## src/rtl/ram_ctrl_pkg.sv

```systemverilog
// ram_ctrl_pkg
// Shared types and default widths for the two-requester RAM bank arbiter.
//   ctrl_state_t : sequencer states (IDLE, CMD, CAP, RESP)
//   req_id_t     : requester index (0 or 1)
//   ram_cmd_t    : request fields latched at grant time
package ram_ctrl_pkg;

  localparam int DATA_W = 4;
  localparam int ROW_W  = 2;
  localparam int COL_W  = 2;

  typedef enum logic [1:0] {
    IDLE = 2'd0,
    CMD  = 2'd1,
    CAP  = 2'd2,
    RESP = 2'd3
  } ctrl_state_t;

  typedef logic req_id_t;

  typedef struct packed {
    logic              wr;
    logic              bank;
    logic [ROW_W-1:0]  row;
    logic [COL_W-1:0]  col;
    logic [DATA_W-1:0] wdata;
  } ram_cmd_t;

endpackage

```

## src/rtl/rr_arbiter2.sv

```systemverilog
// rr_arbiter2
// Two-way round-robin arbiter. On a tie the requester not served last wins.
// The last-served pointer resets to 1 (so requester 0 wins the first tie)
// and only moves when grant_i confirms the winner was taken.
// Ports:
//   clk_i, rst_i     clock, async active-high reset
//   req0_i, req1_i   request lines
//   grant_i          winner accepted this cycle; update pointer
//   valid_o          at least one request present
//   win_o            winning requester id
module rr_arbiter2
  import ram_ctrl_pkg::*;
(
  input  logic clk_i,
  input  logic rst_i,
  input  logic req0_i,
  input  logic req1_i,
  input  logic grant_i,
  output logic valid_o,
  output logic win_o
);

  req_id_t last_q, last_d;

  always_comb begin
    valid_o = req0_i | req1_i;
    if (req0_i && req1_i) begin
      win_o = ~last_q;
    end else begin
      win_o = req1_i;
    end
    last_d = last_q;
    if (grant_i && valid_o) begin
      last_d = win_o;
    end
  end

  always_ff @(posedge clk_i or posedge rst_i) begin
    if (rst_i) begin
      last_q <= 1'b1;
    end else begin
      last_q <= last_d;
    end
  end

endmodule

```

## src/rtl/ram_bank_arbiter.sv

```systemverilog
// ram_bank_arbiter
// Arbitrates two masters onto one two-bank basic_ram and sequences a single
// access cycle per transaction. All outputs are registered.
// Ports:
//   clk_i, rst_i                       clock, async active-high reset
//   reqN_i, wrN_i, bankN_i, rowN_i,
//   colN_i, wdataN_i                   requester N command (N = 0, 1)
//   gntN_o, doneN_o                    one-cycle grant / completion pulses
//   rdataN_o                           read data, held until next read
//   ram_cs_o, ram_we_o, ram_oe_o       RAM controls, high only in CMD
//   ram_bank_o, ram_row_o, ram_col_o,
//   ram_din_o                          RAM address/data, hold last value
//   ram_dout_i                         RAM read data (registered by RAM)
//
// state | meaning
// IDLE  | arbitrate; latch winner's command
// CMD   | gnt pulse, RAM pins active for one access edge
// CAP   | reads only: capture ram_dout into winner's rdata
// RESP  | done pulse to winner
module ram_bank_arbiter #(
  parameter int DATA_W = ram_ctrl_pkg::DATA_W,
  parameter int ROW_W  = ram_ctrl_pkg::ROW_W,
  parameter int COL_W  = ram_ctrl_pkg::COL_W
) (
  input  logic              clk_i,
  input  logic              rst_i,
  input  logic              req0_i,
  input  logic              wr0_i,
  input  logic              bank0_i,
  input  logic [ROW_W-1:0]  row0_i,
  input  logic [COL_W-1:0]  col0_i,
  input  logic [DATA_W-1:0] wdata0_i,
  input  logic              req1_i,
  input  logic              wr1_i,
  input  logic              bank1_i,
  input  logic [ROW_W-1:0]  row1_i,
  input  logic [COL_W-1:0]  col1_i,
  input  logic [DATA_W-1:0] wdata1_i,
  output logic              gnt0_o,
  output logic              gnt1_o,
  output logic              done0_o,
  output logic              done1_o,
  output logic [DATA_W-1:0] rdata0_o,
  output logic [DATA_W-1:0] rdata1_o,
  output logic              ram_cs_o,
  output logic              ram_we_o,
  output logic              ram_oe_o,
  output logic [1:0]        ram_bank_o,
  output logic [ROW_W-1:0]  ram_row_o,
  output logic [COL_W-1:0]  ram_col_o,
  output logic [DATA_W-1:0] ram_din_o,
  input  logic [DATA_W-1:0] ram_dout_i
);

  import ram_ctrl_pkg::*;

  ctrl_state_t       state_q, state_d;
  ram_cmd_t          cmd_q, cmd_d;
  req_id_t           id_q, id_d;
  logic [1:0]        gnt_q, gnt_d;
  logic [1:0]        done_q, done_d;
  logic [DATA_W-1:0] rdata0_q, rdata0_d;
  logic [DATA_W-1:0] rdata1_q, rdata1_d;
  logic              cs_q, cs_d;
  logic              we_q, we_d;
  logic              oe_q, oe_d;

  logic     arb_valid;
  logic     arb_win;
  logic     arb_grant;
  ram_cmd_t sel_cmd;

  rr_arbiter2 u_arb (
    .clk_i   (clk_i),
    .rst_i   (rst_i),
    .req0_i  (req0_i),
    .req1_i  (req1_i),
    .grant_i (arb_grant),
    .valid_o (arb_valid),
    .win_o   (arb_win)
  );

  always_comb begin
    if (arb_win) begin
      sel_cmd = '{wr: wr1_i, bank: bank1_i, row: row1_i, col: col1_i, wdata: wdata1_i};
    end else begin
      sel_cmd = '{wr: wr0_i, bank: bank0_i, row: row0_i, col: col0_i, wdata: wdata0_i};
    end
  end

  always_comb begin
    state_d   = state_q;
    cmd_d     = cmd_q;
    id_d      = id_q;
    gnt_d     = 2'b00;
    done_d    = 2'b00;
    rdata0_d  = rdata0_q;
    rdata1_d  = rdata1_q;
    cs_d      = 1'b0;
    we_d      = 1'b0;
    oe_d      = 1'b0;
    arb_grant = 1'b0;
    case (state_q)
      IDLE: begin
        if (arb_valid) begin
          arb_grant    = 1'b1;
          id_d         = arb_win;
          cmd_d.wr     = sel_cmd.wr;
          cmd_d.bank   = sel_cmd.bank;
          cmd_d.row    = sel_cmd.row;
          cmd_d.col    = sel_cmd.col;
          // ram_din is driven straight from cmd_q, so reads keep the last write data
          if (sel_cmd.wr) begin
            cmd_d.wdata = sel_cmd.wdata;
          end
          gnt_d[arb_win] = 1'b1;
          cs_d         = 1'b1;
          we_d         = sel_cmd.wr;
          oe_d         = ~sel_cmd.wr;
          state_d      = CMD;
        end
      end
      CMD: begin
        if (cmd_q.wr) begin
          done_d[id_q] = 1'b1;
          state_d      = RESP;
        end else begin
          state_d = CAP;
        end
      end
      CAP: begin
        if (id_q) begin
          rdata1_d = ram_dout_i;
        end else begin
          rdata0_d = ram_dout_i;
        end
        done_d[id_q] = 1'b1;
        state_d      = RESP;
      end
      RESP: begin
        state_d = IDLE;
      end
      default: begin
        state_d = IDLE;
      end
    endcase
  end

  always_ff @(posedge clk_i or posedge rst_i) begin
    if (rst_i) begin
      state_q  <= IDLE;
      cmd_q    <= '0;
      id_q     <= 1'b0;
      gnt_q    <= 2'b00;
      done_q   <= 2'b00;
      rdata0_q <= '0;
      rdata1_q <= '0;
      cs_q     <= 1'b0;
      we_q     <= 1'b0;
      oe_q     <= 1'b0;
    end else begin
      state_q  <= state_d;
      cmd_q    <= cmd_d;
      id_q     <= id_d;
      gnt_q    <= gnt_d;
      done_q   <= done_d;
      rdata0_q <= rdata0_d;
      rdata1_q <= rdata1_d;
      cs_q     <= cs_d;
      we_q     <= we_d;
      oe_q     <= oe_d;
    end
  end

  assign gnt0_o     = gnt_q[0];
  assign gnt1_o     = gnt_q[1];
  assign done0_o    = done_q[0];
  assign done1_o    = done_q[1];
  assign rdata0_o   = rdata0_q;
  assign rdata1_o   = rdata1_q;
  assign ram_cs_o   = cs_q;
  assign ram_we_o   = we_q;
  assign ram_oe_o   = oe_q;
  assign ram_bank_o = {1'b0, cmd_q.bank};
  assign ram_row_o  = cmd_q.row;
  assign ram_col_o  = cmd_q.col;
  assign ram_din_o  = cmd_q.wdata;

endmodule

```

## config.mk

```make
export PLATFORM = sky130hd
export DESIGN_NAME = ram_bank_arbiter
export DESIGN_NICKNAME = d
export VERILOG_FILES = /design/src/rtl/ram_ctrl_pkg.sv /design/src/rtl/rr_arbiter2.sv /design/src/rtl/ram_bank_arbiter.sv
export SDC_FILE = /design/constraint.sdc
export NUM_CORES = 1
export LEC_CHECK = 0
export CORE_UTILIZATION = 46
export DETAILED_ROUTE_END_ITERATION = 8
export PLACE_DENSITY = 0.85
export RECOVER_POWER = 25
export SLEW_MARGIN = 20
export SYNTH_ARGS = -nofsm -noshare
export SYNTH_HDL_FRONTEND = slang
export SYNTH_SLANG_ARGS = --single-unit
export TNS_END_PERCENT = 10
```

## constraint.sdc

```tcl
create_clock -name clk_i -period 4.2 [get_ports clk_i]
set_input_delay 0.63 -clock clk_i [delete_from_list [all_inputs] [get_ports clk_i]]
set_output_delay 0.63 -clock clk_i [all_outputs]
set_load 0.005 [all_outputs]
```

Routing congestion:
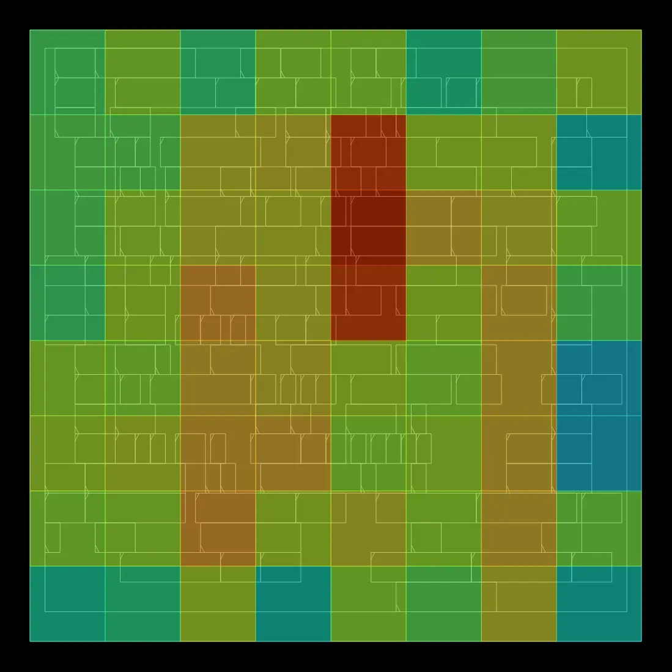
post-detailed-route wirelength per cell: 13.8 um
M3 GR Usage: 0.0721
GRT Total Usage: 0.192
global routing usage on met1: 0.219

Routed metal, one colour a layer:
Drawn at 6 px/um. Two of the layers only.
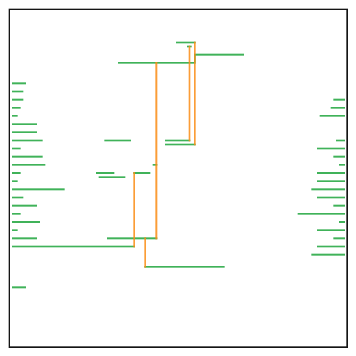
| colour | layer | wire length |
|---|---|---|
| orange | met4 | 78.9 um |
| green | met3 | 208 um |
total routed wirelength: 2.62 mm
number of vias in the routed layout: 980

A small window of the routed layout:
Region (13, 24) to (43, 54) um. Cells in grey, sequential cells in the stronger grey; small squares are vias.
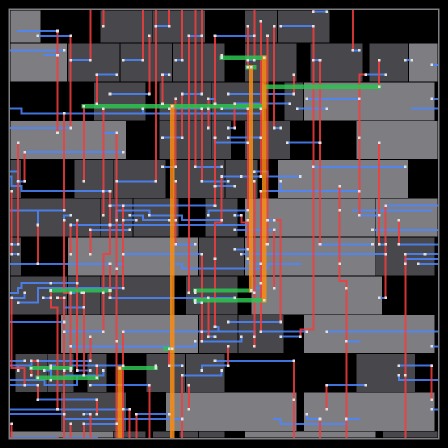
| colour | layer |
|---|---|
| red | met2 |
| orange | met4 |
| green | met3 |
| blue | met1 |
netlist names of flops here include: ram_din_o (4), rdata1_o (2)
cells with their middle in the window: 53
most frequent: dfrtp_1 (11), clkdlybuf4s50_1 (11), a31oi_1 (5)
sequential cells in the window: 12

==> out/metrics.csv <==
stage;metric;value;unit
worst_setup_path;arrival;2320;ps
worst_setup_path;start_kind;input port;
cells_and_area;stdcell_area;0.00184;mm^2
sta;max_clock_freq;480;MHz
route;met3_length;207;um
flow_run;max_cap_viol_count;0;
worst_setup_path;crit_path_cell_trace;clkdlybuf4s50_1 -> a21boi_4 -> a32o_2 -> a21oi_2 -> a31oi_1;
status;run_status;finished clean;
clock_tree;clock_path_buffers;2;
cells_and_area;layout.cells.most_common_list;sky130_fd_sc_hd__clkdlybuf4s50_1 (50), sky130_fd_sc_hd__dfrtp_1 (28), sky130_fd_sc_hd__nand2_1 (10), sky130_fd_sc_hd__mux2i_1 (9), sky130_fd_sc_hd__mux2_2 (8);
global_routing;grt_first_pass_wirelength;4.49;mm
yosys;ys_seq_frac;0.540;
sta;final.setup_skew;5.94;ps
yosys;ys_cells;114;
worst_setup_path;reg2reg_to;cmd_q[9];
route;highest-signal-layer;met4;
worst_setup_path;cpMaxStageDelayCell;sky130_fd_sc_hd__clkdlybuf4s50_1;
placement;place_hpwl;2.03;mm
sta;fin_tns_setup;0;ps
placement;dpl_cells;182;
yosys;postSynthNetCount;145;
route;met2WireLength;1.31;mm
sta;timing.final.ws_setup;2110;ps
worst_setup_path;cp_data_required_time;4440;ps
clock_tree;cts_repair_resize_count;0;
clock_tree;clkTransAtPathRegs;80;ps
clock_tree;hold_buffers;0;
yosys;synth.ff_latch_count;29;
placement;port_buffers;51;
worst_setup_path;crit_path_start;req1_i;
die;starting_density;0.488;
cells_and_area;synthToLayoutAreaGrowth;36.6;%
route;drt-met1-wl;1.02;mm
global_routing;gr-total-overflow;0;
placement;placed_cell_area;0.00178;mm^2
route;drt_pre_antenna_iters;4;
die;die_height;56.1;um
route;final_ant_viol_nets;0;
placement;gp_routability_congestion;0.781;
min_path;hold_path.class;register to register;
clock_tree;post-cts-setup-buffers;0;
-- per-layer routing --
| metal | up-vias | track usage |
|---|---|---|
| li1 | 464 | - |
| met1 | 449 | 0.219 |
| met2 | 56 | 0.310 |
| met3 | 11 | 0.0721 |
| met4 | 0 | 0.105 |
| met5 | - | 0 |
-- synth_stat cells --
cell / instances / area (um^2)
sky130_fd_sc_hd__a32o_2: 1 / 11.3
sky130_fd_sc_hd__a21oi_1: 1 / 5.00
sky130_fd_sc_hd__a211oi_2: 1 / 12.5
sky130_fd_sc_hd__a21oi_2: 4 / 35.0
sky130_fd_sc_hd__dfrtp_1: 28 / 701
sky130_fd_sc_hd__a21o_1: 1 / 7.51
sky130_fd_sc_hd__inv_1: 6 / 22.5
sky130_fd_sc_hd__nor2_1: 6 / 22.5
sky130_fd_sc_hd__a21boi_4: 1 / 18.8
sky130_fd_sc_hd__mux2_2: 8 / 90.1
sky130_fd_sc_hd__and2_1: 1 / 6.26
sky130_fd_sc_hd__nand2b_1: 1 / 6.26
sky130_fd_sc_hd__buf_6: 2 / 22.5
sky130_fd_sc_hd__conb_1: 1 / 3.75
sky130_fd_sc_hd__mux2i_1: 9 / 90.1
sky130_fd_sc_hd__and2_2: 1 / 7.51
sky130_fd_sc_hd__buf_4: 12 / 90.1
sky130_fd_sc_hd__o21ai_0: 3 / 15.0
sky130_fd_sc_hd__a31oi_1: 5 / 31.3
sky130_fd_sc_hd__o21ai_1: 6 / 30.0
sky130_fd_sc_hd__ha_1: 3 / 37.5
sky130_fd_sc_hd__nor2b_1: 1 / 6.26
sky130_fd_sc_hd__o311ai_0: 1 / 8.76
sky130_fd_sc_hd__nand2_1: 10 / 37.5
sky130_fd_sc_hd__dfstp_2: 1 / 26.3
-- power by group --
group          switching (mW)  leakage [nW]  total, mW  internal [mW]
Sequential             0.0761         0.351      0.487          0.411
Combinational           0.213         0.431      0.532          0.319
Clock                  0.0875        0.0314      0.166         0.0788
Total                   0.377         0.814       1.19          0.809
-- cell families (layout without fill, tap and decap cells) --
family	Yosys count	in the layout	synth area share
adder cells (fa/ha/maj)	3	3	0.0279
flip-flops	29	29	0.540
AND/OR/NAND/NOR	20	20	0.0642
other	1	1	0.00279
AND-OR/OR-AND	24	24	0.130
multiplexers	17	17	0.134
buffers and inverters	20	64	0.100
-- critical path: cells and delay by family --
kind / cells / cell delay (ps)
AOI/OAI and AO/OA: 4 / 1130
buffers and inverters: 1 / 550
-- flip-flops by register name (all words and copies together) (netlist names) --
| signal | cells |
|---|---|
| u_arb.last_q | 1 |
| ram_bank_o | 1 |
| ram_row_o | 2 |
| ram_col_o | 2 |
| ram_oe_o | 1 |
| gnt_q | 2 |
| ram_cs_o | 1 |
| cmd_q | 1 |
| done_q | 2 |
| id_q | 1 |
| state_q | 2 |
| ram_din_o | 4 |
| rdata1_o | 4 |
| ram_we_o | 1 |
| rdata0_o | 4 |
-- layout make-up --
type / count / area, um^2
Inverter: 6 / 22.5
Fill cell: 227 / 921
Clock buffer: 7 / 55.1
Tap cell: 31 / 38.8
Multi-Input combinational cell: 65 / 483
Sequential cell: 29 / 727
Timing Repair Buffer: 51 / 510
No activity file was given, so power comes from the tool's default toggle rates.
